Signal wires on met1:
The bar under the picture is 10 µm long. Supply wires on this layer in grey.
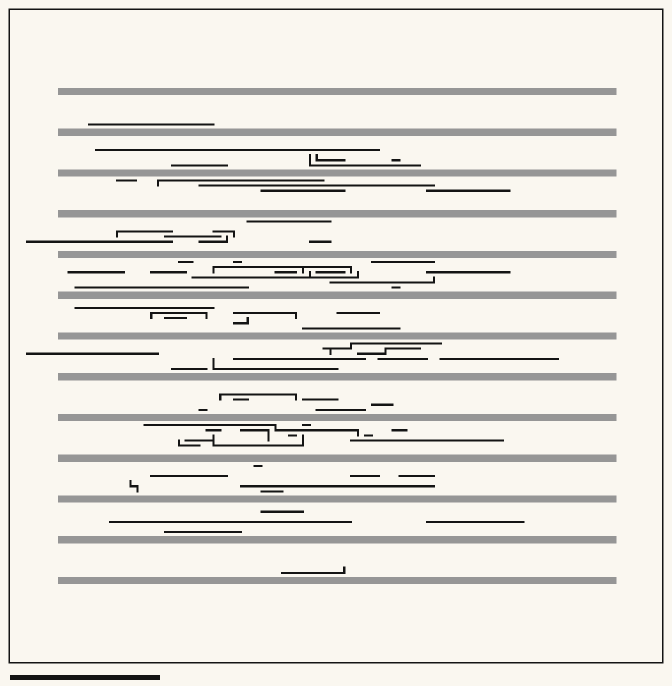
M2 wires:
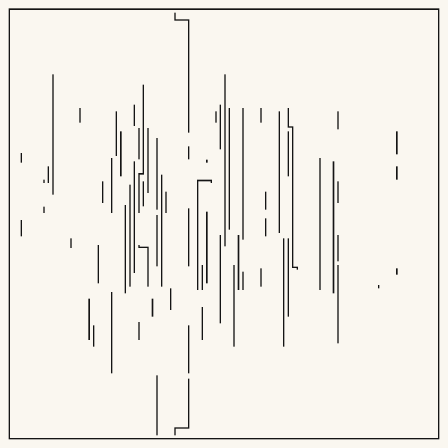
Metal 3:
The bar under the picture is 10 µm long.
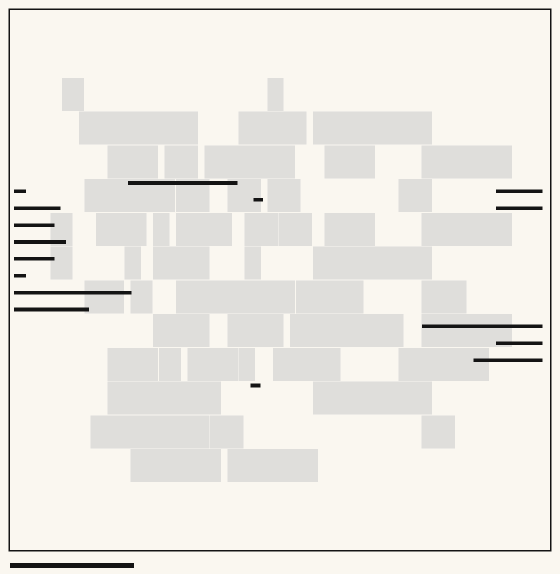
===== src/rtl/sipo_shift.sv =====
`default_nettype none
// +----------------------------------------------------------------------------+
// | Module      : sipo_shift                                                   |
// | Description : Serial-to-parallel register. When i_wr_en is high, i_bit is  |
// |               written into bit position i_idx of the word.                 |
// |   i_clk, i_rst_n - clock and asynchronous active-low reset                |
// |   i_wr_en        - write enable                                           |
// |   i_idx          - target bit position (0 = LSB)                          |
// |   i_bit          - bit value to store                                     |
// |   o_word         - assembled parallel word                                |
// | Revision    : 1.0 - initial release                                        |
// +----------------------------------------------------------------------------+
module sipo_shift #(
    parameter int DATA_W = 8,
    parameter int IDX_W  = 4
) (
    input  wire logic              i_clk,
    input  wire logic              i_rst_n,
    input  wire logic              i_wr_en,
    input  wire logic [IDX_W-1:0]  i_idx,
    input  wire logic              i_bit,
    output logic      [DATA_W-1:0] o_word
);

    logic [DATA_W-1:0] r_word;

    // Per-bit decode keeps the index width independent of the word width;
    // the index may carry one more bit than strictly needed to address DATA_W.
    always_ff @(posedge i_clk or negedge i_rst_n) begin
        if (!i_rst_n) begin
            r_word <= '0;
        end else begin
            for (int i = 0; i < DATA_W; i++) begin
                if (i_wr_en && (i_idx == IDX_W'(i))) begin
                    r_word[i] <= i_bit;
                end
            end
        end
    end

    assign o_word = r_word;

endmodule : sipo_shift
`default_nettype wire


===== config.mk =====
export PLATFORM = sky130hd
export DESIGN_NAME = sipo_shift
export DESIGN_NICKNAME = d
export VERILOG_FILES = /design/src/rtl/sipo_shift.sv
export SDC_FILE = /design/constraint.sdc
export NUM_CORES = 1
export LEC_CHECK = 0
export CORE_MARGIN = 3
export CORE_UTILIZATION = 28
export DETAILED_ROUTE_END_ITERATION = 8
export GPL_ROUTABILITY_DRIVEN = 0
export GPL_TIMING_DRIVEN = 1
export SLEW_MARGIN = 0
export SYNTH_ARGS = -nofsm -noshare
export SYNTH_HDL_FRONTEND = slang
export SYNTH_SLANG_ARGS = --single-unit

===== constraint.sdc =====
create_clock -name i_clk -period 1 [get_ports i_clk]
set_clock_uncertainty 0.05 [all_clocks]
set_input_delay 0.2 -clock i_clk [delete_from_list [all_inputs] [get_ports i_clk]]
set_output_delay 0.2 -clock i_clk [all_outputs]
set_load 0.05 [all_outputs]

==> flow_metrics.tcl <==
# collected from the flow reports
set metrics [dict create \
    tool_warnings 29 \
    status "complete, but fails checks" \
    timing.critical_path.max_delay_family "flip-flops" \
    p_per_area_mw_per_mm2 2230 \
    power_uw 1510 \
    power.leakage_uw 0.000287 \
    dr.pass1.iters 1 \
    clkSinkCount 8 \
    post_drt_wl_per_cell_um 13.2 \
    cts_buffer_depth 2 \
    tns_ns -0.566 \
    final_area_um2 678 \
    hp-class "input port to async pin" \
    antenna_found_initial 0 \
    fillers 111 \
    clk_latency_ns 0.26 \
    fin_util_pct 55.8 \
    dp.cells 58 \
    timing.rr.end "o_word[7]$_DFFE_PN0P_" \
    critical_path.endpoint "o_word[4]" \
    synthDistinctLibCells 9 \
    wl_met3_um 63 \
    cts_tree "yes" \
    setup_viol 8 \
    syn_area_per_cell_um2 13.6 \
    failed_checks "setup timing" \
    grtUsageMet2_pct 14.5 \
    rows 12 \
    adder_share_pct 0 \
    grt-ovfl-total 0 \
    ys_sh_simple_pct 25.4 \
    placed_cell_area_um2 657 \
    yosys.area_share.aoi_pct 0 \
    wl_met1_um 368 \
    mux_share_pct 23.8 \
    io-pin-count 16 \
    rsz0062_at_grt "yes" \
    slowest_delay_ns 0.43 \
    wl_met2_um 386 \
    holdWs_ns 0.176 \
    grt_util_all_layers_pct 10.5 \
    floorplan.nets 37 \
    grt_util_met1_pct 13.3 \
    die_w_um 43.5 \
    drt_iter0_drc 0 \
    met3_usage_pct 4.15 \
    path_cells "buf_12" \
    critPathCaptureType "output port" \
    grt_busiest_layer "met2" \
    maxSlewViolCount 0 \
    cts.clk_slew.worst_paths_ns 0.06 \
    timing.rr.start "o_word[7]$_DFFE_PN0P_" \
    syn_area_um2 394 \
    start_kind "flop" \
    highest_layer "met4" \
    r2r_cells 2 \
    min_period_ns 1.09 \
    crit_buf_inv 1 \
    cp_slowest_cell "dfrtp_2" \
    fp-utilization_pct 32.4 \
    cts_max_level 1 \
    numPortBuffers 15 \
    dp_slack_ns -0.662 \
    crit_arrival_ns 0.84 \
    fin_cells 64 \
    yosys_cells 29 \
    synth-warning-count 0 \
    crit_start "o_word[4]$_DFFE_PN0P_" \
    lay_top_cells "buf_12 (8), dfrtp_2 (6)" \
    crit_type "flop to output port" \
    drc_errors 0 \
    cts.hold.buffers_added 0 \
    drv_cap 0 \
    irDropWorstVdd_mv 1.11 \
    reg2reg_setup_slack_ns 0.02 \
    diodes 0 \
    vias 314 \
    cts_made_buffers 3 \
    synth_xor_xnor_area_share_pct 0 \
    worst_slack_ns -0.0899 \
    finalNetCount 59 \
    fmax_ghz 0.918 \
    fin_crit_sh_pct 109 \
    ys_ff 8 \
    antenna_left 0 \
    finalHoldViolCount 0 \
    syn_inst 29 \
    grt_pass1_vias 322 \
    cts.repair.resized 21 \
    ys_top_logic_family "simple AND/OR/NAND/NOR gates" \
    maxSlewHeadroom_pct 74.2 \
    area_growth_pct 72.1 \
    post_cts_buffers 2 \
    grt_pass1_wl_um 1420 \
    critical_path_depth 1 \
    ys_seq_share_pct 50.8 \
    die_area_mm2 0.00189 \
    tightestPinTransition_ns 0.385 \
    required_ns 0.75 \
    yosysChipArea_um2 394 \
    core_area_mm2 0.00122 \
    dp_hpwl_um 650 \
    die_h_um 43.5 \
    timing.critical_path.fanout_max 2 \
    largest_reg_flops 8 \
    layout-drive-gt1-share_pct 64.0 \
    clock-root-buffer "clkbuf_4" \
    vias_per_cell 4.91 \
    grt_max_degree 9 \
    layout.cells.most_common "buf_12" \
    wirelength_um 842 \
]
Back to the opening pictures, 'signal wires on met1':
42 nets have wire on it. The wires run mostly horizontal. The layer holds 44% of the routed length. The layer carries 369 µm of wire. The longest straight run is 18.9 µm.

Back to the opening pictures, 'M2 wires':
55 nets have wire on it. The longest straight run is 17.3 µm. The layer holds 46% of the routed length.

Back to the opening pictures, 'metal 3':
The wires run mostly horizontal. 14 nets have wire on it.

cells in the mapped netlist:
| cell | number | share of area (%) |
|---|---|---|
| mux2_4 | 1 | 3.8 |
| nand3_1 | 1 | 1.3 |
| nand3b_1 | 4 | 7.6 |
| dfrtp_1 | 8 | 51 |
| nand2_1 | 2 | 1.9 |
| nor3b_2 | 4 | 13 |
| nor2_1 | 2 | 1.9 |
| mux2_1 | 4 | 11 |
| mux2_2 | 3 | 8.6 |
final cells by class:
cell class	instances	area (µm²)	area share [%]
repair buffers	17	225	33.2
clock buffers	4	26.3	3.87
well taps	14	17.5	2.58
flip-flops and latches	8	208	30.6
multi-input cells	21	201	29.7
power breakdown:
| part | total (µW) | switching, µW | internal [µW] |
|---|---|---|---|
| clock network | 268 | 115 | 153 |
| registers | 490 | 78.5 | 411 |
| logic | 753 | 358 | 395 |
Power and IR drop assume default switching activity.
